$ cat config.mk
export PLATFORM = sky130hd
export DESIGN_NAME = step_ctrl
export DESIGN_NICKNAME = d
export VERILOG_FILES = /design/src/rtl/step_ctrl_pkg.sv /design/src/rtl/rise_detect.sv /design/src/rtl/step_ctrl.sv
export SDC_FILE = /design/constraint.sdc
export NUM_CORES = 1
export LEC_CHECK = 0
export CORE_MARGIN = 4
export CORE_UTILIZATION = 50
export CTS_CLUSTER_DIAMETER = 80
export DETAILED_ROUTE_END_ITERATION = 10
export PLACE_DENSITY = 0.8
export SYNTH_ARGS = -nofsm -noshare
export SYNTH_HDL_FRONTEND = slang
export SYNTH_SLANG_ARGS = --single-unit
$ cat constraint.sdc
create_clock -name clk -period 8.46 [get_ports clk]
set_input_delay 0.846 -clock clk [delete_from_list [all_inputs] [get_ports clk]]
set_output_delay 0.846 -clock clk [all_outputs]
set_load 0.01 [all_outputs]
$ cat src/rtl/step_ctrl_pkg.sv
// Shared types and helpers for the single-step / free-run core clock-enable controller.
package step_ctrl_pkg;

  typedef enum logic [2:0] {HALT, STEP, HOLD, REPEAT, RUN} step_state_t;

  function automatic int max3(input int a, input int b, input int c);
    int m;
    m = (a > b) ? a : b;
    return (m > c) ? m : c;
  endfunction

endpackage

$ cat src/rtl/rise_detect.sv
// Rising-edge detector on a debounced level; prev resets high so a button held through reset is ignored.
module rise_detect (
  input  logic clk,
  input  logic rst_n,
  input  logic level,
  output logic pulse
);

  logic prev;

  always_ff @(posedge clk or negedge rst_n) begin
    if (!rst_n) prev <= 1'b1;
    else        prev <= level;
  end

  assign pulse = level & ~prev;

endmodule

$ cat src/rtl/step_ctrl.sv
// Core clock-enable controller: single step, auto-repeat on long press, free-run toggle, step counter.
module step_ctrl
  import step_ctrl_pkg::*;
#(
  parameter int HOLD_CYCLES   = 50_000_000,
  parameter int REPEAT_CYCLES = 10_000_000,
  parameter int RUN_DIV       = 1,
  parameter int CNT_W         = 16
) (
  input  logic             clk,
  input  logic             rst_n,
  input  logic             btn_step,
  input  logic             btn_mode,
  output logic             cpu_en,
  output logic             running,
  output logic [CNT_W-1:0] step_cnt
);

  localparam int CW = $clog2(max3(HOLD_CYCLES, REPEAT_CYCLES, RUN_DIV) + 1);
  localparam logic [CW-1:0] HOLD_LAST   = CW'(HOLD_CYCLES - 1);
  localparam logic [CW-1:0] REPEAT_LAST = CW'(REPEAT_CYCLES - 1);
  localparam logic [CW-1:0] RUN_LAST    = CW'(RUN_DIV - 1);

  step_state_t   state, state_nx;
  logic [CW-1:0] cnt, cnt_nx;
  logic [CW-1:0] div, div_nx;
  logic          en_nx;
  logic          step_rise, mode_rise;

  rise_detect u_step_rise (
    .clk   (clk),
    .rst_n (rst_n),
    .level (btn_step),
    .pulse (step_rise)
  );

  rise_detect u_mode_rise (
    .clk   (clk),
    .rst_n (rst_n),
    .level (btn_mode),
    .pulse (mode_rise)
  );

  // Mode press outranks everything outside RUN, including a coincident step press.
  always_comb begin
    state_nx = state;
    cnt_nx   = cnt;
    div_nx   = div;
    en_nx    = 1'b0;
    if (state != RUN && mode_rise) begin
      state_nx = RUN;
      div_nx   = '0;
      en_nx    = (RUN_DIV == 1);
    end else begin
      case (state)
        HALT: begin
          if (step_rise) begin
            state_nx = STEP;
            en_nx    = 1'b1;
          end
        end
        STEP: begin
          state_nx = HOLD;
          cnt_nx   = '0;
        end
        HOLD: begin
          if (!btn_step) begin
            state_nx = HALT;
          end else if (cnt == HOLD_LAST) begin
            state_nx = REPEAT;
            cnt_nx   = '0;
            en_nx    = 1'b1;
          end else begin
            cnt_nx = cnt + 1'b1;
          end
        end
        REPEAT: begin
          if (!btn_step) begin
            state_nx = HALT;
          end else if (cnt == REPEAT_LAST) begin
            cnt_nx = '0;
            en_nx  = 1'b1;
          end else begin
            cnt_nx = cnt + 1'b1;
          end
        end
        RUN: begin
          if (mode_rise) begin
            state_nx = HALT;
          end else if (div == RUN_LAST) begin
            div_nx = '0;
            en_nx  = 1'b1;
          end else begin
            div_nx = div + 1'b1;
          end
        end
        default: state_nx = HALT;
      endcase
    end
  end

  always_ff @(posedge clk or negedge rst_n) begin
    if (!rst_n) begin
      state    <= HALT;
      cnt      <= '0;
      div      <= '0;
      cpu_en   <= 1'b0;
      running  <= 1'b0;
      step_cnt <= '0;
    end else begin
      state    <= state_nx;
      cnt      <= cnt_nx;
      div      <= div_nx;
      cpu_en   <= en_nx;
      running  <= (state_nx == RUN);
      step_cnt <= step_cnt + CNT_W'(en_nx);
    end
  end

endmodule
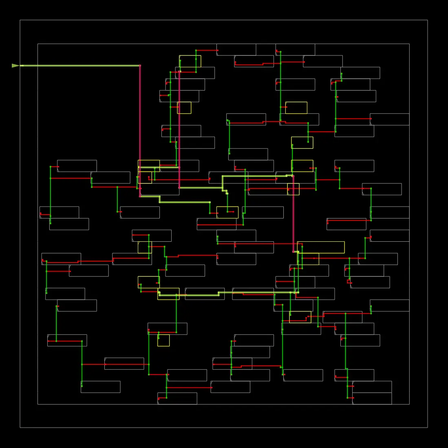
(run_1/clock_nets.png)
Clock buffer cells: 10
total clock network power: 288 uW
TritonCTS Buffers: 9

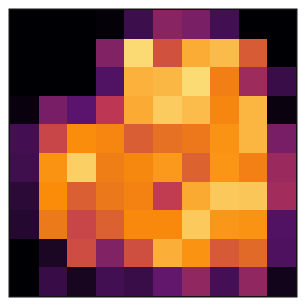
(run_1/util_map.png)
Drawn at 3 px/um. The die is cut into 10 by 10 equal tiles; black is low, pale yellow is high, 0 to 100% covered.
15% of the tiles are nearly empty. 26% of the tiles are over 75% full. The mean over all tiles is 46%.

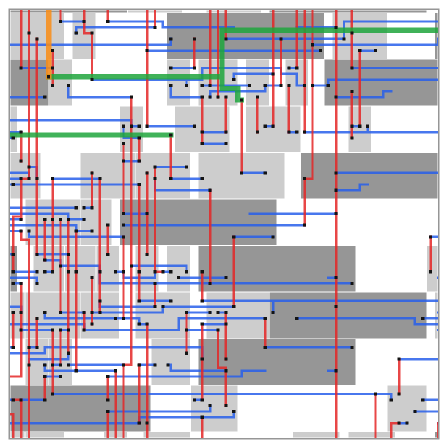
(run_1/closeup.png)
Region (35, 35) to (60, 60) um. Cells in gray, sequential cells in the stronger gray; small squares are vias.
Red is M2. Blue is M1. Orange is M4. Green is M3.
40 logic cells have their middle in the window. Most frequent: nor2_1 (9), dfrtp_1 (7), xnor2_1 (4). Sequential cells in the window: 8. Netlist names of flops here include `div` (4), `cnt` (2).

## run 1: logic make-up (layout without fill, tap and decap cells)
group / after synthesis / after routing / share of synthesized area, %
AOI/OAI and AO/OA: 32 / 32 / 6.529
DFF: 75 / 75 / 49.28
adders and majority gates: 6 / 6 / 1.968
muxes: 3 / 3 / 0.8202
and+or+nand+nor: 203 / 203 / 27.85
buffers and inverters: 18 / 50 / 2.296
xor gates and xnor gates: 49 / 49 / 11.25
## run 1: stage by stage
step	instances	instance area, um^2	utilization, %	hold slack (ns)	setup WS (ns)
3_5_place_dp	501	4114	56.12	0.4911	4.865
3_3_place_gp	501	4114	56.12	0.4622	5.003
2_1_floorplan	386	3814	-	0.4516	5.558
5_1_grt	517	4323	58.97	0.5235	4.947
6_report	517	4323	58.97	0.5080	5.188
4_1_cts	517	4323	58.97	0.5062	5.166
## run 1: final timing paths
check	startpoint	end	cells past startpoint
setup / recovery	cnt[16]$_DFFE_PN0P_	step_cnt[14]$_DFF_PN0_	10
hold reg to reg	step_cnt[13]$_DFF_PN0_	step_cnt[13]$_DFF_PN0_	1
min in group asynchronous	rst_n	div[9]$_DFFE_PN0P_	1
setup reg to reg	cnt[16]$_DFFE_PN0P_	step_cnt[14]$_DFF_PN0_	10
max in group asynchronous	rst_n	cnt[19]$_DFFE_PN0P_	1
hold / removal	step_cnt[13]$_DFF_PN0_	step_cnt[13]$_DFF_PN0_	1
## run 1: power groups by stage
stage	Sequential, mW	Combinational [mW]	Clock [mW]
floorplan	0.431	0.0723	0
detailed placement	0.427	0.147	0
global route	0.425	0.163	0.312
CTS	0.421	0.149	0.296
finish	0.421	0.147	0.288
global placement	0.425	0.143	0
## run 1: synthesized netlist by cell type, drive strengths merged, types with 8 or more instances
cell   number  area (um^2)
dfrtp      73         1827
nor2       57        214.0
nand2      33        123.9
nand3      26        130.1
xor2       25        219.0
xnor2      24        210.2
nand4      21        131.4
nor4       15        115.1
nor3       11        55.05
inv        10        37.54
and3        8        51.30
o21ai       8        40.04
## run 1: registers in the layout, indices dropped and copies added (netlist names)
signal and cells:
cnt 26, div 26, step_cnt 16, state 3, cpu_en 1, running 1, u_mode_rise.prev 1, u_step_rise.prev 1
## run 1: routing by layer
layer  GRT usage [%]  vias up  part of all wire (%)
met5               0        -                     0
met4           6.851        0                   1.4
met3           4.183        9                   3.9
met2           29.27       45                    47
met1           23.98     1461                    48
li1                -     1425                     -
## run 1: final cells by class
cell class                      instances  area [um^2]
Sequential cell                        75         1879
Timing Repair Buffer                   23        222.7
Fill cell                             593         3008
Multi-Input combinational cell        293         1847
Tap cell                               99        123.9
Clock buffer                           10        137.6
Clock inverter                          6        71.32
Inverter                               11        41.29
==> ci_impl_report.md, run 1 <==
## Implementation flow summary

| Metric | Value |
|---|---|
| Clock sink count | `between 70 and 80` |
| Most common logic cells in the final layout | `sky130_fd_sc_hd__dfrtp_1, sky130_fd_sc_hd__nor2_1, sky130_fd_sc_hd__nand2_1, sky130_fd_sc_hd__nand3_1, sky130_fd_sc_hd__xor2_1` |
| CP Data Required Time | `around 8.7 ns` |
| Worst path max stage delay | `0.57 ns` |
| Worst-case vdd ir drop | `roughly 0.10 mV` |
| Number of violations of the max-capacitance limit | `0` |
| Mapped Avg Cell Area | `9.880 um^2` |
| Outcome | `finished clean` |
| Violation count after the first detailed-routing iteration | `142` |
| Peak clock frequency supported by timing | `around 0.31 GHz` |
| Power per unit of standard cell area | `just under 200 nW/um^2` |
| Max Slew Vio Count | `0` |
| Ys flop type | `sky130_fd_sc_hd__dfrtp_1` |
| Post-synth net total | `just under 400` |
| Via count | `slightly below 3000` |
| Worst slew margin relative to its limit | `32.17%` |
| Die span in y | `95.34 um` |
| Area of the mapped netlist | `3814 um^2` |
| Top-level port count | `22` |
| Total negative setup slack | `0 ns` |
| Warning count from the yosys run | `0` |
| Remaining design rule violation count | `0` |
==> run_1/clock_wires.png <==
Drawn at 6 px/um.
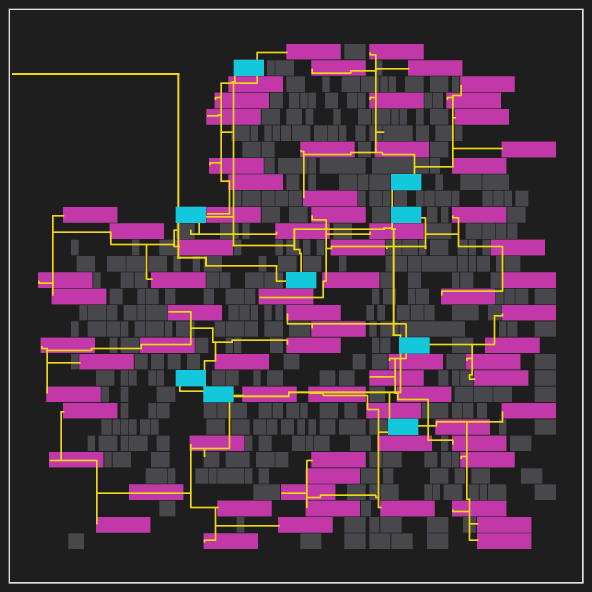

==> run 1 -> run 2 <==
==> constraint.sdc (replaced) <==
create_clock -name clk -period 3.2 [get_ports clk]
set_input_delay 0.32 -clock clk [delete_from_list [all_inputs] [get_ports clk]]
set_output_delay 0.32 -clock clk [all_outputs]
set_load 0.01 [all_outputs]
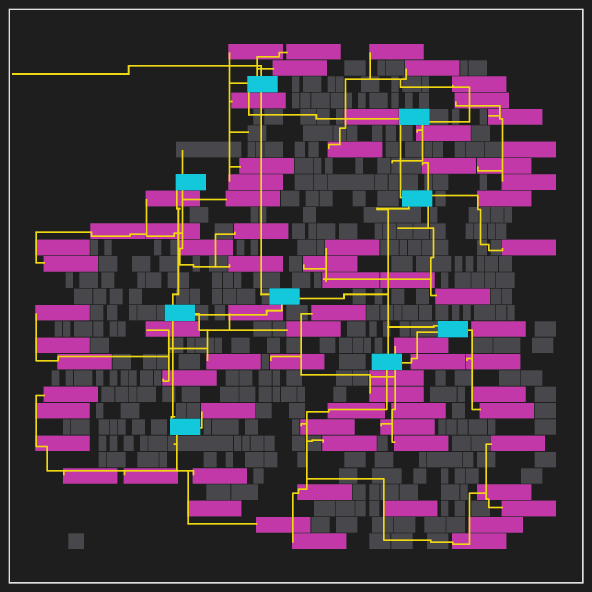
(run_2/clock_wires.png)
Drawn at 6 px/um.
Cyan is clock-net drivers, count 9. Magenta is flip-flops, count 75. Yellow is clock wires, length 928 um.
There are 10 routed clock nets.

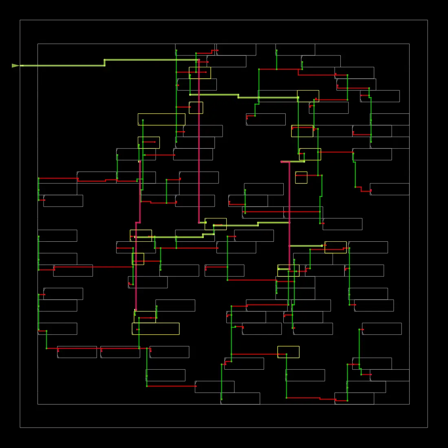
(run_2/clock_nets.png)
layout sequential cell count: 75
total clock network power: 841 uW
clock sink count: 75
Clock Skews: 0.01403 ns
Clock buffer cells: 11

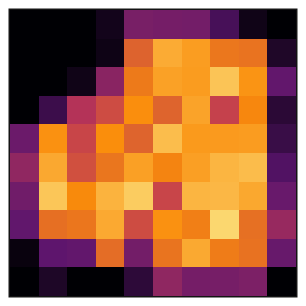
(run_2/util_map.png)
Drawn at 3 px/um. The die is cut into 10 by 10 equal tiles; black is low, pale yellow is high, 0 to 100% covered.
The mean over all tiles is 47%. The densest ninth of the die: middle. 14% of the tiles are nearly empty. The fullest tile reaches 91%. The emptiest ninth of the die: top left.

==> run 2 against run 1 <==
  * Clock power went up to 2.9 times the previous value
  * Sequential share of layout area is 0.74 points lower
  * Worst hold slack worse by 0.40 ns
  * Critical endpoint is now step_cnt[12]$_DFF_PN0_
  * Synthesized cell count stayed put
  * Critical path depth stayed put
  * Final cell count is 0.97% higher
  * Non-clock buffer count is 5 higher
==> ci_impl_report.md, run 2 <==
## Implementation flow summary

| Metric | Value |
|---|---|
| Mapped Avg Cell Area | `9.880 um^2` |
| Via count | `around 3000` |
| Outcome | `finished clean` |
| Area share of and/or/nand/nor cells after synthesis | `approximately 28%` |
| Most area-consuming cells after synthesis | `sky130_fd_sc_hd__dfrtp_1, sky130_fd_sc_hd__xor2_1, sky130_fd_sc_hd__nor2_1` |
| Post-DR vias/cell | `5.611` |
| Clock edge transition at the registers on the reported setup and hold paths | `0.08 ns` |
| Peak clock frequency supported by timing | `between 0.3 and 0.4 GHz` |
| Die span in y | `95.34 um` |
| Relative contribution of sequential cells to total power | `47.3%` |
| Fin util | `about three fifths` |
| Element type at the critical path end | `flop` |
| Worst slew margin relative to its limit | `~39%` |
| Area of the mapped netlist | `3814 um^2` |
| Depth of the worst register-to-register path | `10` |
| Net count of the finished layout | `428` |
| Power per unit of standard cell area | `between 500 and 600 nW/um^2` |
| Synth Area in Adders | `under 10%` |
| Count leader, synth | `sky130_fd_sc_hd__dfrtp_1` |
| Max Slew Vio Count | `0` |
| AND-OR/OR-AND Cells, Area Fraction | `between 6 and 7%` |
| Fraction of power consumed by combinational cells | `16.9%` |
| Number of violations of the max-capacitance limit | `0` |
| Remaining design rule violation count | `0` |
| Fraction of synthesized cell area taken by the top area cell type | `between 40% and 50%` |
| Met3 Usage GRT | `4.104%` |
| Leading post-synthesis cells by instance count | `sky130_fd_sc_hd__dfrtp_1, sky130_fd_sc_hd__nor2_1, sky130_fd_sc_hd__nand2_1, sky130_fd_sc_hd__nand3_1, sky130_fd_sc_hd__xor2_1` |
| Multiplexer area fraction after synthesis | `less than 1%` |
| Post-synth net total | `396` |
| Library cell with the largest summed area after synthesis | `sky130_fd_sc_hd__dfrtp_1` |
| Top logic family | `simple AND/OR/NAND/NOR gates` |
| Peak-usage layer in the global routing report | `met2` |
| Top-level port count | `22` |
| Worst-case vdd ir drop | `roughly 0.23 mV` |
| Fraction of registers with async set or reset after synthesis | `100.0%` |
| Parity-gate share of the synthesized area counting xor and xnor cells | `between 10% and 20%` |
| Start of the worst register-to-register path | `cnt[16]$_DFFE_PN0P_` |
| Met1 global-route usage | `roughly a quarter` |
| Total negative setup slack | `0 ns` |
| Warning count from the yosys run | `0` |
| Ys flop type | `sky130_fd_sc_hd__dfrtp_1` |
| Met2 capacity usage during global routing | `just under 30%` |
| R2r endpoint | `step_cnt[12]$_DFF_PN0_` |
| Insertion Delay late pin | `~0.35 ns` |
| Most common logic cells in the final layout | `sky130_fd_sc_hd__dfrtp_1, sky130_fd_sc_hd__nor2_1, sky130_fd_sc_hd__nand2_1, sky130_fd_sc_hd__nand3_1, sky130_fd_sc_hd__xor2_1` |
| Violation count after the first detailed-routing iteration | `172` |
## run 2: cell type report
| type | instances | area (um^2) |
|---|---|---|
| clock inverter | 5 | 83.83 |
| multi-input combinational | 293 | 1858 |
| timing repair buffer | 28 | 260.3 |
| sequential | 75 | 1879 |
| clock buffer | 11 | 151.4 |
| inverter | 11 | 41.29 |
| fill | 587 | 2933 |
| tap | 99 | 123.9 |
## run 2: how the worst max path moves through the flow
| stage | start | to | slack (ns) | cells after the start |
|---|---|---|---|---|
| final | cnt[16]$_DFFE_PN0P_ | step_cnt[12]$_DFF_PN0_ | 0.27 | 10 |
| after global routing | cnt[16]$_DFFE_PN0P_ | step_cnt[12]$_DFF_PN0_ | 0.05 | 10 |
| after CTS | cnt[16]$_DFFE_PN0P_ | step_cnt[12]$_DFF_PN0_ | 0.09 | 10 |
| after detailed placement | cnt[16]$_DFFE_PN0P_ | step_cnt[12]$_DFF_PN0_ | 0.11 | 10 |
| after global placement | cnt[16]$_DFFE_PN0P_ | step_cnt[14]$_DFF_PN0_ | 0.20 | 10 |
| after floorplan | cnt[16]$_DFFE_PN0P_ | step_cnt[14]$_DFF_PN0_ | 0.30 | 10 |
## run 2: kinds of logic after synthesis
group / Yosys count
AOI/OAI and AO/OA: 32
xor gates and xnor gates: 49
adders and majority gates: 6
buffers and inverters: 18
DFF: 75
muxes: 3
and+or+nand+nor: 203
## run 2: through the flow
stage | setup WS (ns) | hold slack (ns) | total power, mW | cells | cell area [um^2]
floorplan | 0.2982 | 0.02441 | 1.329 | 386 | 3814
detailed placement | 0.1052 | 0.4617 | 1.530 | 506 | 4151
finish | 0.2744 | 0.1102 | 2.349 | 522 | 4398
CTS | 0.08934 | 0.1296 | 2.378 | 522 | 4387
global route | 0.05238 | 0.1807 | 2.472 | 522 | 4398
global placement | 0.2035 | 0.4627 | 1.517 | 506 | 4151
## run 2: power by group through the flow
stage               logic [mW]  clock network, mW  registers, mW
floorplan                0.191                  0           1.14
detailed placement       0.403                  0           1.13
finish                   0.397              0.841           1.11
global placement         0.391                  0           1.13
CTS                      0.404              0.864           1.11
global route             0.441              0.907           1.12
## run 2: timing repair
action                                  in CTS  in global routing
setup buffers                                0                  0
hold endpoints to repair                     0                  0
endpoints found under the setup margin       0                  2
resized                                      0                  3
## run 2: worst max-delay path, stage by stage (launching register included)
cell and delay [ns]:
sky130_fd_sc_hd__dfrtp_1 0.44, sky130_fd_sc_hd__or4b_4 0.57, sky130_fd_sc_hd__nor4_4 0.29, sky130_fd_sc_hd__o2111ai_4 0.16, sky130_fd_sc_hd__o21ai_1 0.19, sky130_fd_sc_hd__ha_1 0.22
sky130_fd_sc_hd__ha_1 0.21, sky130_fd_sc_hd__nand4_1 0.20, sky130_fd_sc_hd__nor3_4 0.29, sky130_fd_sc_hd__nand3_1 0.12, sky130_fd_sc_hd__xnor2_1 0.13
## run 2: layer usage
| layer | vias up | wire [um] |
|---|---|---|
| li1 | 1429 | - |
| met1 | 1421 | 3479 |
| met2 | 66 | 3589 |
| met3 | 13 | 282 |
| met4 | 0 | 111 |
| met5 | - | 0 |
==> run_2/closeup.png <==
Region (35, 35) to (60, 60) um. Cells in gray, sequential cells in the stronger gray; small squares are vias.
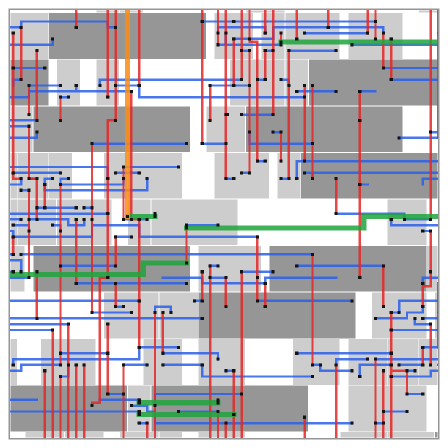

==> run 2 -> run 3 <==
==> constraint.sdc (replaced) <==
create_clock -name clk -period 2.9 [get_ports clk]
set_input_delay 0.29 -clock clk [delete_from_list [all_inputs] [get_ports clk]]
set_output_delay 0.29 -clock clk [all_outputs]
set_load 0.01 [all_outputs]
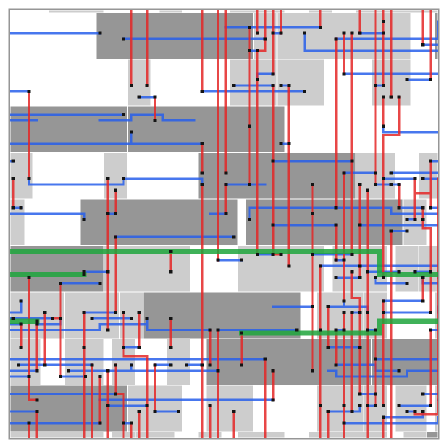
(run_3/closeup.png)
Region (35, 35) to (60, 60) um. Cells in gray, sequential cells in the stronger gray; small squares are vias.
Green is M3. Blue is M1. Red is M2.
Sequential cells in the window: 10. Most frequent: nor2_1 (10), dfrtp_1 (9), buf_4 (3). Netlist names of flops here include `div` (5), `cnt` (3). 38 logic cells have their middle in the window.

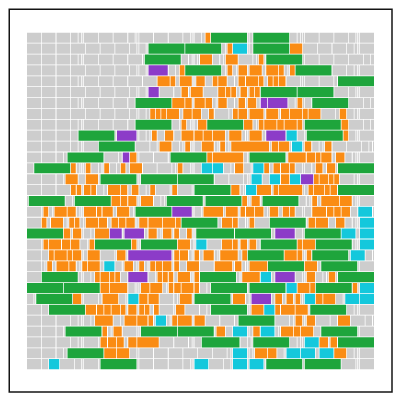
(run_3/class_map.png)
Drawn at 4 px/um. Fill, decap, tap and diode cells in gray.
Purple is clock drivers and dummy loads, cells 16, share of their area 4.7%. Cyan is remaining buffers and delay cells, cells 38, share of their area 7.8%. Green is sequential cells, cells 75, share of their area 43%. Orange is remaining logic cells, cells 304, share of their area 44%.

==> run 3 against run 2 <==
  * Combinational power rose by 19%
  * Sequential power is about 10% higher
  * First-iteration DRC count decreased by 24%
  * Die size stayed put
  * Register-to-register slack got worse by 0.07 ns
  * Non-clock buffer count grew 10
  * Area after synthesis is the same
  * Worst setup slack got worse by 0.069 ns
  * Sequential share of layout area fell by 0.47 points
  * Via count up 1.4%
  * Critical path type unchanged
  * Critical endpoint is now step_cnt[15]$_DFF_PN0_
  * Largest cell class unchanged
==> ci_impl_report.md, run 3 <==
## Implementation flow summary

| Metric | Value |
|---|---|
| Outcome | `finished clean` |
| Violation count after the first detailed-routing iteration | `between 100 and 150` |
| Fillcell total | `586` |
| Max Slew Vio Count | `0` |
| Parity-gate share of the synthesized area counting xor and xnor cells | `between 10% and 20%` |
| Library cell with the largest summed area after synthesis | `sky130_fd_sc_hd__dfrtp_1` |
| Count leader, synth | `sky130_fd_sc_hd__dfrtp_1` |
| Power per unit of standard cell area | `between 500 and 600 nW/um^2` |
| Ys flop type | `sky130_fd_sc_hd__dfrtp_1` |
| Peak clock frequency supported by timing | `0.3711 GHz` |
| Fraction of registers with async set or reset after synthesis | `100.0%` |
| Total negative setup slack | `0 ns` |
| Minimum setup slack after placement | `0.1234 ns` |
| Multiplexer area fraction after synthesis | `less than 1%` |
| Top-level port count | `22` |
| Element type at the critical path end | `flop` |
| Mapped Avg Cell Area | `9.880 um^2` |
| Via count | `2971` |
| Final Worst Setup Slack | `about 0.2 ns` |
| Worst-case vdd ir drop | `0.2310 mV` |
| CP Data Required Time | `approximately 3.1 ns` |
| Warning count from the yosys run | `0` |
| Fraction of synthesized cell area taken by the top area cell type | `47.90%` |
| Placed cell area | `around 4200 um^2` |
| Leading post-synthesis cells by instance count | `sky130_fd_sc_hd__dfrtp_1, sky130_fd_sc_hd__nor2_1, sky130_fd_sc_hd__nand2_1, sky130_fd_sc_hd__nand3_1, sky130_fd_sc_hd__xor2_1` |
| AND-OR/OR-AND Cells, Area Fraction | `under 10%` |
| Most area-consuming cells after synthesis | `sky130_fd_sc_hd__dfrtp_1, sky130_fd_sc_hd__xor2_1, sky130_fd_sc_hd__nor2_1` |
| Area share of and/or/nand/nor cells after synthesis | `27.85%` |
| Synth Area in Adders | `just under 2%` |
| Number of violations of the max-capacitance limit | `0` |
| Remaining design rule violation count | `0` |
| Post-CTS Setup Inserts | `0` |
| Hold_ws | `about 0.063 ns` |
| Post-DR vias/cell | `around 5.6` |
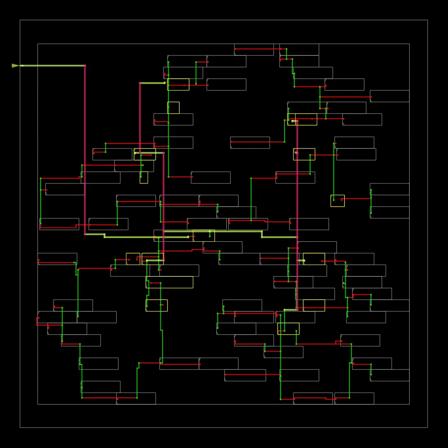
(run_3/clock_nets.png)
Insertion Delay late pin: 0.35 ns
Clock Skews: 0.01367 ns
Clock buffer cells: 10

[run 3: layer usage]
layer	GRT usage, %	up-vias	part of all wire, %	wire (um)
li1	-	1452	-	-
met5	0	-	0	0
met1	24.69	1446	45	3491
met3	3.315	21	3.6	280
met4	8.293	0	2.2	172
met2	32.19	52	50	3891
[run 3: worst paths after layout]
check                                              to              startpoint  slack (ns)  cells after the start
min                                div[4]$_DFFE_PN0P_                   rst_n        0.06                      1
max reg2reg                    step_cnt[15]$_DFF_PN0_     cnt[16]$_DFFE_PN0P_        0.21                     11
max                            step_cnt[15]$_DFF_PN0_     cnt[16]$_DFFE_PN0P_        0.21                     11
max in group asynchronous         cnt[20]$_DFFE_PN0P_                   rst_n        2.21                      1
min in group clk           u_mode_rise.prev$_DFF_PN1_                btn_mode        0.36                      1
min reg2reg                    step_cnt[15]$_DFF_PN0_  step_cnt[15]$_DFF_PN0_        0.49                      1
[run 3: worst max-delay path, stage by stage, from the launching register on]
cell and delay, ns:
sky130_fd_sc_hd__dfrtp_1 0.38, sky130_fd_sc_hd__or4b_4 0.55, sky130_fd_sc_hd__nor4_4 0.29, sky130_fd_sc_hd__o2111ai_4 0.16, sky130_fd_sc_hd__o21ai_1 0.20, sky130_fd_sc_hd__ha_1 0.19
sky130_fd_sc_hd__buf_4 0.12, sky130_fd_sc_hd__nand2_1 0.06, sky130_fd_sc_hd__nor2_1 0.13, sky130_fd_sc_hd__and3_1 0.24, sky130_fd_sc_hd__nand3_1 0.12, sky130_fd_sc_hd__xnor2_1 0.14
[run 3: logic make-up (layout without fill, tap and decap cells)]
| group | count (synthesis) | in the layout |
|---|---|---|
| AND/OR/NAND/NOR | 203 | 203 |
| flip-flops | 75 | 75 |
| XOR/XNOR | 49 | 49 |
| AND-OR/OR-AND | 32 | 32 |
| buffers and inverters | 18 | 65 |
| adder cells (fa/ha/maj) | 6 | 6 |
| multiplexers | 3 | 3 |
[run 3: what timing repair did]
item,4_1_cts,5_1_grt
hold buffers,0,0
endpoints found under the setup margin,0,9
resized,0,3
endpoints found under the hold margin,0,0
[run 3: cell type report]
class	count	area share, %
flip-flops and latches	75	42.26
well taps	99	2.786
repair buffers	38	7.541
inverters	11	0.9285
multi-input cells	293	41.92
clock inverters	6	1.463
clock buffers	10	3.095
[run 3: power by group]
part,total (mW),switching [mW],internal [mW]
logic,0.473,0.242,0.232
clock network,0.816,0.395,0.421
registers,1.24,0.105,1.13
total,2.52,0.741,1.78
[run 3: stage by stage]
stage / utilization, % / cells
finish: 60.66 / 532
floorplan: - / 386
global placement: 57.72 / 516
global route: 60.66 / 532
CTS: 60.49 / 532
detailed placement: 57.72 / 516
Power is estimated from default activity; no workload was simulated.
